==> config.mk <==
export PLATFORM = sky130hd
export DESIGN_NAME = mem_arbiter
export DESIGN_NICKNAME = d
export VERILOG_FILES = /design/src/rtl/mem_arbiter.sv
export SDC_FILE = /design/constraint.sdc
export NUM_CORES = 1
export LEC_CHECK = 0
export CORE_MARGIN = 1.5
export CORE_UTILIZATION = 32
export CTS_BUF_LIST = sky130_fd_sc_hd__clkbuf_8
export CTS_CLUSTER_DIAMETER = 150
export DETAILED_ROUTE_END_ITERATION = 6
export GPL_TIMING_DRIVEN = 0
export PLACE_DENSITY_LB_ADDON = 0.3
export RECOVER_POWER = 100
export SLEW_MARGIN = 20
export SYNTH_ARGS = -nofsm -noshare
export SYNTH_HDL_FRONTEND = slang
export SYNTH_SLANG_ARGS = --single-unit
==> constraint.sdc <==
create_clock -name clk -period 4 [get_ports clk]
set_clock_uncertainty 0.15 [all_clocks]
set_input_delay 0.4 -clock clk [delete_from_list [all_inputs] [get_ports clk]]
set_output_delay 0.4 -clock clk [all_outputs]
set_load 0.02 [all_outputs]
Sequential cells grouped by signal name:
Bar = 20 um. Other sequential cells in the stronger grey, the rest of the logic in the fainter grey.
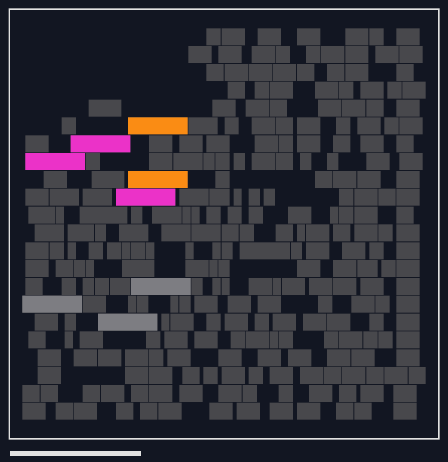
`state`: in orange, flops 2. `cnt`: in magenta, flops 3.
flip-flop and latch power: 0.000164 W
fraction of area in registers: 0.0826
utilization of the core after routing: 0.657
combined flip-flop and latch cell area: 200 um2

Clock nets:
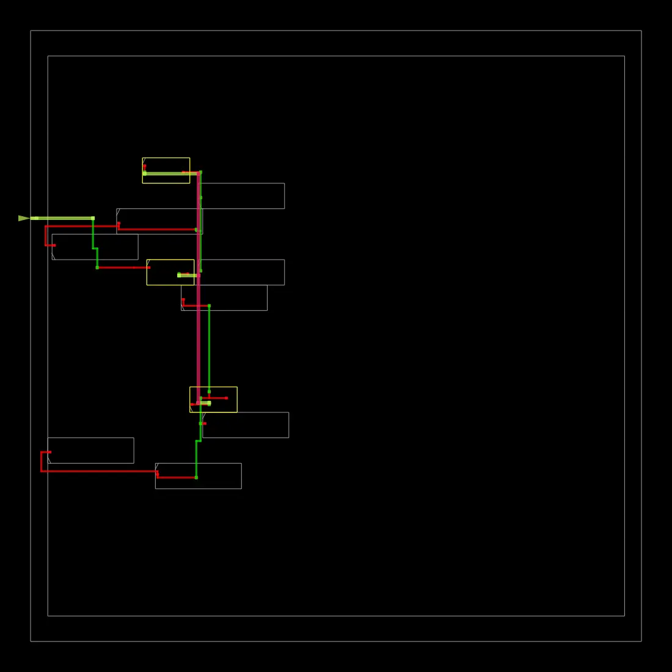
clk_lat worst skew: 0.23 ns
layout clock buffer count: 3

Port wiring:
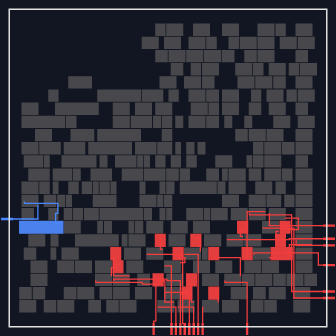
`d_wdata`: in red, bits 16, direction input, end cells 16, buffers 16, wire 340 um. `err_spurious`: in blue, bits 1, direction output, end cells 1, buffers 1, wire 21.3 um.
input/output buffers: 110
# IOs: 127

Routed metal, one colour a layer:
Bar = 20 um.
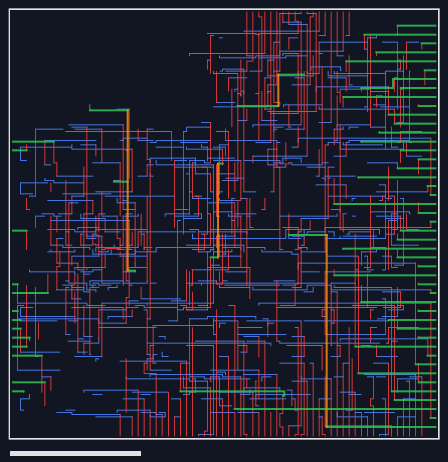
met3: in green, wire length 407 um. met1: in blue, wire length 1840 um. met4: in orange, wire length 72.8 um. met2: in red, wire length 2060 um.
Global Route Usage Sum: 0.188
final wirelength: 4380 um
total number of vias: 1524

==> results.env <==
OUTCOME='finished, final reports clean'
ASYNC_RESET_FF_FRAC=1.00
NUMPLACEDINSTANCES=311
ROUTED_WIRE_LENGTH_PER_INSTANCE_UM=14.0
DRT-PASS1-ITER-COUNT=4
P_INT_W=0.000648
CRIT_PATH_CELL_TRACE='inv_1 -> ha_1 -> clkbuf_1 -> nand4_4 -> nand3_1 -> nor4bb_1 -> dlygate4sd3_1'
HOLD-WORST-SLACK_NS=0.351
SYNTHMOSTINSTANTIATEDCELL='sky130_fd_sc_hd__nor2b_1'
INSTANCE_AREA_AT_PLACEMENT_UM2=2400
FLOORPLAN.ROWS=22
FINALNETCOUNT=349
LEAKAGE_POWER_nW=1.15
SETUP_SLACK_NS=0.652
CLOCK_PIN_SLEW_ON_THE_WORST_SETUP_AND_HOLD_PATHS_NS=0.04
CTS_HOLD_BUFFERS=0
CLOCKROOTBUFFER='sky130_fd_sc_hd__clkbuf_8'
YOSYS.STAT.SEQSHARE=0.161
LAYOUTNONFILLERINSTCOUNT=314
POWER.SHARE.CLOCK=0.081
SETUP.WORST_PATH.END_CLASS='output pin'
FLOORPLAN.INITIALDENSITY=0.336
DRIVE_ABOVE_1_SHARE=0.109
ENABLE_FLOP_CELLS=0
DRT-INITIAL-DRC-COUNT=36
GRT_START_MAX_NET_PINS=11
==> cell families (layout without fill, tap and decap cells) <==
family / count (synthesis) / after routing / share of synthesized area
simple gates: 61 / 61 / 0.329
mux: 8 / 8 / 0.0655
fa+ha+maj: 9 / 9 / 0.0907
compound gates: 33 / 33 / 0.196
buf+inv: 34 / 147 / 0.158
flops: 8 / 8 / 0.161
==> layer usage <==
| metal | up-vias | part of all wire | GRT usage |
|---|---|---|---|
| met3 | 9 | 0.093 | 0.0462 |
| li1 | 763 | - | - |
| met1 | 683 | 0.42 | 0.228 |
| met2 | 69 | 0.47 | 0.324 |
| met5 | - | 0 | 0 |
| met4 | 0 | 0.016 | 0.0599 |
Power and IR drop assume default switching activity.
